==> run_1/density.png <==
Scale bar: 20 um. 8 x 8 tiles, from dark blue (low) to red (high), 0 to 100% covered.
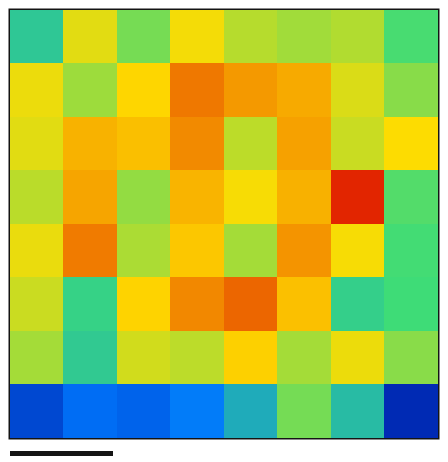
==> run_1/drive_strength.png <==
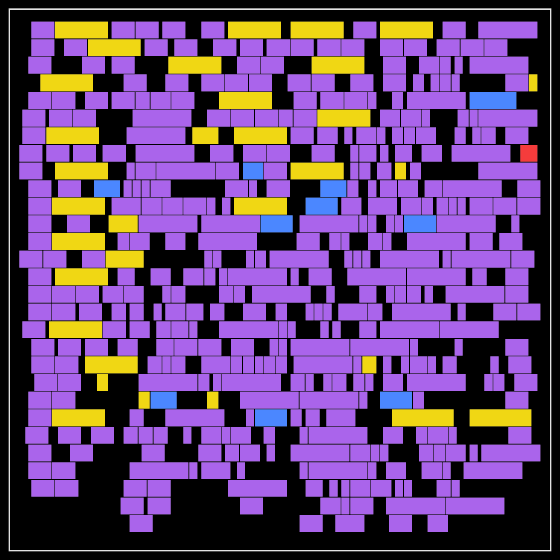
==> run_1/met2.png <==
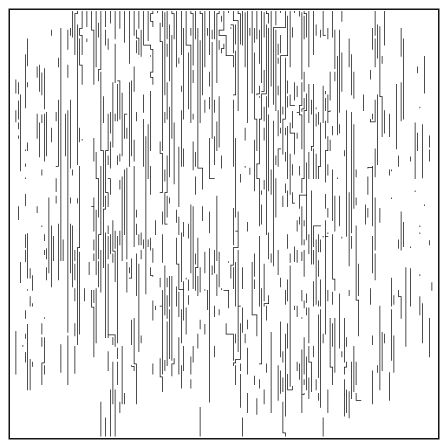
==> run_1/met1.png <==
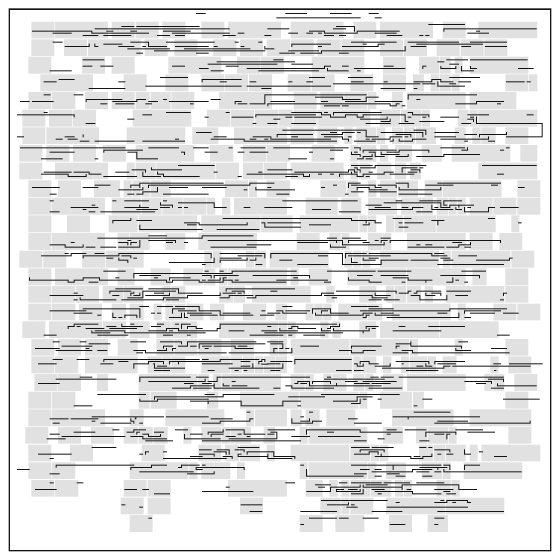
==> config.mk <==
export PLATFORM = sky130hd
export DESIGN_NAME = enemies_fire_scheduler
export DESIGN_NICKNAME = d
export VERILOG_FILES = /design/src/rtl/enemies_fire_scheduler.sv
export SDC_FILE = /design/constraint.sdc
export NUM_CORES = 1
export LEC_CHECK = 0
export CORE_MARGIN = 1
export CORE_UTILIZATION = 47
export CTS_CLUSTER_SIZE = 14
export DETAILED_ROUTE_END_ITERATION = 7
export GPL_TIMING_DRIVEN = 0
export PLACE_DENSITY_LB_ADDON = 0.2
export SYNTH_ARGS = -nofsm -noshare
export SYNTH_HDL_FRONTEND = slang
export SYNTH_SLANG_ARGS = --single-unit
==> constraint.sdc <==
create_clock -name clk -period 7.1 [get_ports clk]
set_input_delay 1.065 -clock clk [delete_from_list [all_inputs] [get_ports clk]]
set_output_delay 1.065 -clock clk [all_outputs]
set_load 0.05 [all_outputs]
==> results_dict.tcl, run 1 <==
# metrics dict for downstream scripts
set metrics [dict create \
    status "complete, no violations" \
    synthAoiAreaFrac_pct 10.6 \
    path_clk_slew_ns 0.09 \
    min_path_type "register to register" \
    worst_pin_slew_ns 0.740 \
    power_uw 1470 \
    drt_iter0_drc 106 \
    whs_path_depth 2 \
    dr.pass1.iters 4 \
    endpoint_kind "register" \
    fin_crit_ns 3.44 \
    grt_pass1_wl_um 13900 \
    p_per_area_nw_per_um2 320 \
    fmax_mhz 291 \
    post_cts_resized 0 \
    routed.top_layer "met4" \
    avgSynthCellArea_um2 10.4 \
    rsz0062_at_grt "false" \
    tns_ns 0 \
    p_sw_share_pct 43.7 \
    gp_congestion 0.857 \
    placed_cell_area_um2 4500 \
    numClockSinks 49 \
    io_pins 129 \
    grt_max_degree 45 \
    h-tree-depth 2 \
    synth_area_um2 3110 \
    met1_length_um 3550 \
    worstPathRequired_ns 7.29 \
    setup_viol 0 \
    start_kind "input port" \
    drive_gt1_share_pct 9.89 \
    maxPowerGroup "combinational cells" \
    top_logic_kind "multiplexers" \
    root_buffer "clkbuf_8" \
    mux_area_share_pct 19.4 \
    antennaDiodeCount 0 \
    wl_met2_um 4080 \
    p_comb_share_pct 59.7 \
    comb_area_um2 1760 \
    numCtsBuffers 5 \
    reg2reg_setup_slack_ns 3.68 \
    synth_flops 49 \
    synth_seq_share_pct 39.5 \
    clock_latency_ns 0.31 \
]
Back to the opening pictures, density.png:
tiles over 75% full: 31%
mean over tiles: 65%
emptiest ninth of the die: south-west
final core occ: 72.2%
Initial Util: 48.9%
Core Area: 6350 um^2

Back to the opening pictures, drive_strength.png:
[yellow] drive 2 | cells: 32
[purple] drive 1 or less | cells: 392
[red] drive 3 to 4 | cells: 1
[blue] drive 6 and up | cells: 10
post-route cell area: 4580 um^2
Non-CTS buffers: 142
final setup margin: 3.66 ns

Back to the opening pictures, met2.png:
main direction: vertical
share of all routed wire: 49%
nets with wire on the layer: 458
wire length on this layer: 4,080 um
drt total wl: 8260 um
Vias: 2,813
GR Layer Usage met2: 42.0%

Back to the opening pictures, met1.png:
main direction: horizontal
share of all routed wire: 43%
met1 usage: 33.2%

[run 1: worst max-delay path, cell delays in order]
cell	delay (ns)
clkdlybuf4s50_1	0.46
mux4_2	0.29
nand2_1	0.09
ha_1	0.27
a41oi_1	0.25
nand4_1	0.22
or3_1	0.41
a211o_1	0.37
o22a_1	0.20
[run 1: placed cells by master (no fill, tap or decap), types with 3 or more instances in the layout]
master	count
a21oi_1	8
ha_1	7
nand2b_1	4
clkbuf_1	8
nand2_1	46
nor2_1	25
o22a_1	5
xor2_1	10
and2_1	6
nor3_1	3
o21ai_1	9
o22ai_1	3
clkdlybuf4s50_1	127
nand3_1	6
o31ai_1	4
xnor2_1	12
inv_1	9
a211oi_1	3
nand4_1	4
clkbuf_8	5
dfrtp_1	47
mux2i_1	12
mux4_2	21
o21ai_0	6
buf_6	3
buf_2	3
or2_1	3
nor2b_1	3
[run 1: per-stage QoR]
step	hold WS, ns	instances	setup slack, ns
2_1_floorplan	0.439	299	4.02
3_3_place_gp	0.461	503	3.40
3_5_place_dp	0.468	504	3.37
4_1_cts	0.489	512	3.68
5_1_grt	0.519	512	3.33
6_report	0.484	512	3.66
[run 1: layer usage]
| layer | vias up | track usage [%] |
|---|---|---|
| li1 | 1341 | - |
| met1 | 1352 | 33.2 |
| met2 | 108 | 42.0 |
| met3 | 12 | 4.87 |
| met4 | 0 | 7.05 |
| met5 | - | 0 |
[run 1: area by class of cell]
cell class / count / area share (%)
plain buffers: 14 / 1.80
inverters: 10 / 0.819
multi-input cells: 226 / 38.4
well taps: 77 / 2.10
clock buffers: 6 / 1.58
flip-flops and latches: 49 / 26.8
clock inverters: 2 / 0.300
repair buffers: 128 / 28.2
--- run 2 (diff from run 1) ---
--- a/config.mk
+++ b/config.mk
@@ -6,7 +6,7 @@
 export NUM_CORES = 1
 export LEC_CHECK = 0
 export CORE_MARGIN = 1
-export CORE_UTILIZATION = 47
+export CORE_UTILIZATION = 43
 export CTS_CLUSTER_SIZE = 14
 export DETAILED_ROUTE_END_ITERATION = 7
 export GPL_TIMING_DRIVEN = 0
==> constraint.sdc (replaced) <==
create_clock -name clk -period 3.3 [get_ports clk]
set_input_delay 0.495 -clock clk [delete_from_list [all_inputs] [get_ports clk]]
set_output_delay 0.495 -clock clk [all_outputs]
set_load 0.05 [all_outputs]
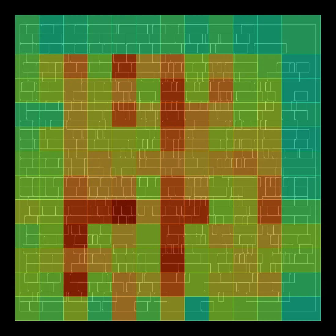
(run_2/final_congestion.png)
WL/cell: 16.1 um
met1 usage: 28.9%

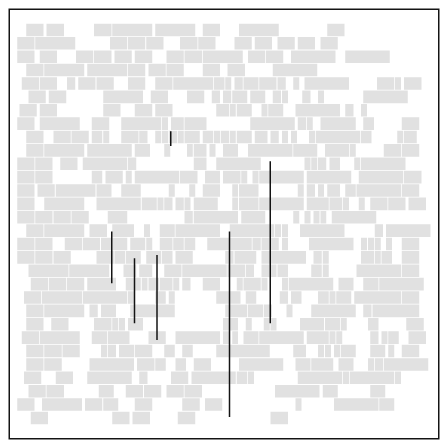
(run_2/met4.png)
nets with wire on the layer: 6
longest straight run: 37.4 um
share of all routed wire: 1.3%
drt total wl: 8530 um
Vias: 2,863

==> results_dict.tcl, run 2 <==
# metrics dict for downstream scripts
set metrics [dict create \
    final_util_pct 67.5 \
    path_clk_slew_ns 0.10 \
    start_kind "register" \
    gr-usage-met3_pct 5.02 \
    synthAoiAreaFrac_pct 10.6 \
    worst_pin_slew_ns 0.764 \
    avgSynthCellArea_um2 10.4 \
    p_per_area_nw_per_um2 706 \
    synth_flops 49 \
    mostFrequentLayoutCell "clkdlybuf4s50_1" \
    endpoint_kind "register" \
    setup_viol 0 \
    numClockSinks 49 \
    drt_iter0_drc 106 \
    fin_crit_ns 3.07 \
    reg2reg_setup_slack_ns 0.23 \
    drive_gt1_share_pct 10.4 \
    min_path_type "register to register" \
    grt_pass1_wl_um 13800 \
    synthCells 299 \
    whs_path_depth 1 \
    die_h_um 87.0 \
    post-place-ws_ns -0.0980 \
    p_comb_share_pct 58.1 \
    fp_util_pct 45.2 \
    synth_seq_share_pct 39.5 \
    layout_top_cells "127 x clkdlybuf4s50_1, 47 x dfrtp_1, 46 x nand2_1" \
    setup_ws_ns 0.228 \
    synth_area_um2 3110 \
    numCtsBuffers 5 \
    worstPathRequired_ns 3.50 \
    p_sw_share_pct 42.9 \
    clock_latency_ns 0.31 \
    top_logic_kind "multiplexers" \
    root_buffer "clkbuf_8" \
    rsz0062_at_grt "false" \
    h-tree-depth 2 \
    mux_area_share_pct 19.4 \
    status "complete, no violations" \
    core-area_um2 6870 \
    fmax_mhz 326 \
    dr.pass1.iters 4 \
    power_uw 3280 \
    grt_max_degree 27 \
    antennaDiodeCount 0 \
]
==> run 2: layer usage <==
layer / up-vias / wire length (um)
met5: - / 0
met4: 0 / 112
met3: 15 / 489
met2: 111 / 4430
met1: 1387 / 3490
li1: 1350 / -
==> run 2: what timing repair did <==
action                                  in CTS  in global routing
endpoints found under the setup margin       5                  5
hold buffers                                 0                  0
buffers inserted                             0                  0
resized                                      1                  0
==> run 2: layout make-up <==
cell class / count / area (um^2)
Tap cell: 96 / 120
Inverter: 10 / 37.5
Multi-Input combinational cell: 226 / 1760
Buffer: 13 / 80.1
Clock buffer: 6 / 82.6
Fill cell: 549 / 2230
Clock inverter: 2 / 37.5
Timing Repair Buffer: 128 / 1290
Sequential cell: 49 / 1230
==> run 2: per-stage QoR <==
| stage | setup TNS, ns | instances | instance area (um^2) | hold WS, ns |
|---|---|---|---|---|
| global route | 0 | 530 | 4640 | 0.509 |
| detailed placement | -0.437 | 523 | 4520 | 0.480 |
| finish | 0 | 530 | 4640 | 0.496 |
| floorplan | 0 | 299 | 3110 | 0.439 |
| CTS | 0 | 531 | 4640 | 0.502 |
| global placement | -0.278 | 522 | 4500 | 0.463 |
==> run 2: cells by family after synthesis <==
group	count (synthesis)
other cells	1
flops	49
mux	34
compound gates	49
simple gates	113
xor+xnor	22
fa+ha+maj	7
buf+inv	24
==> run 2: critical path, cell delays in order, from the launching register on <==
cell,delay (ns)
dfrtp_1,0.46
inv_1,0.31
clkbuf_2,0.33
nand2_1,0.11
ha_1,0.25
a41oi_1,0.25
nand4_1,0.23
or3_1,0.43
a211o_1,0.39
o22a_1,0.21
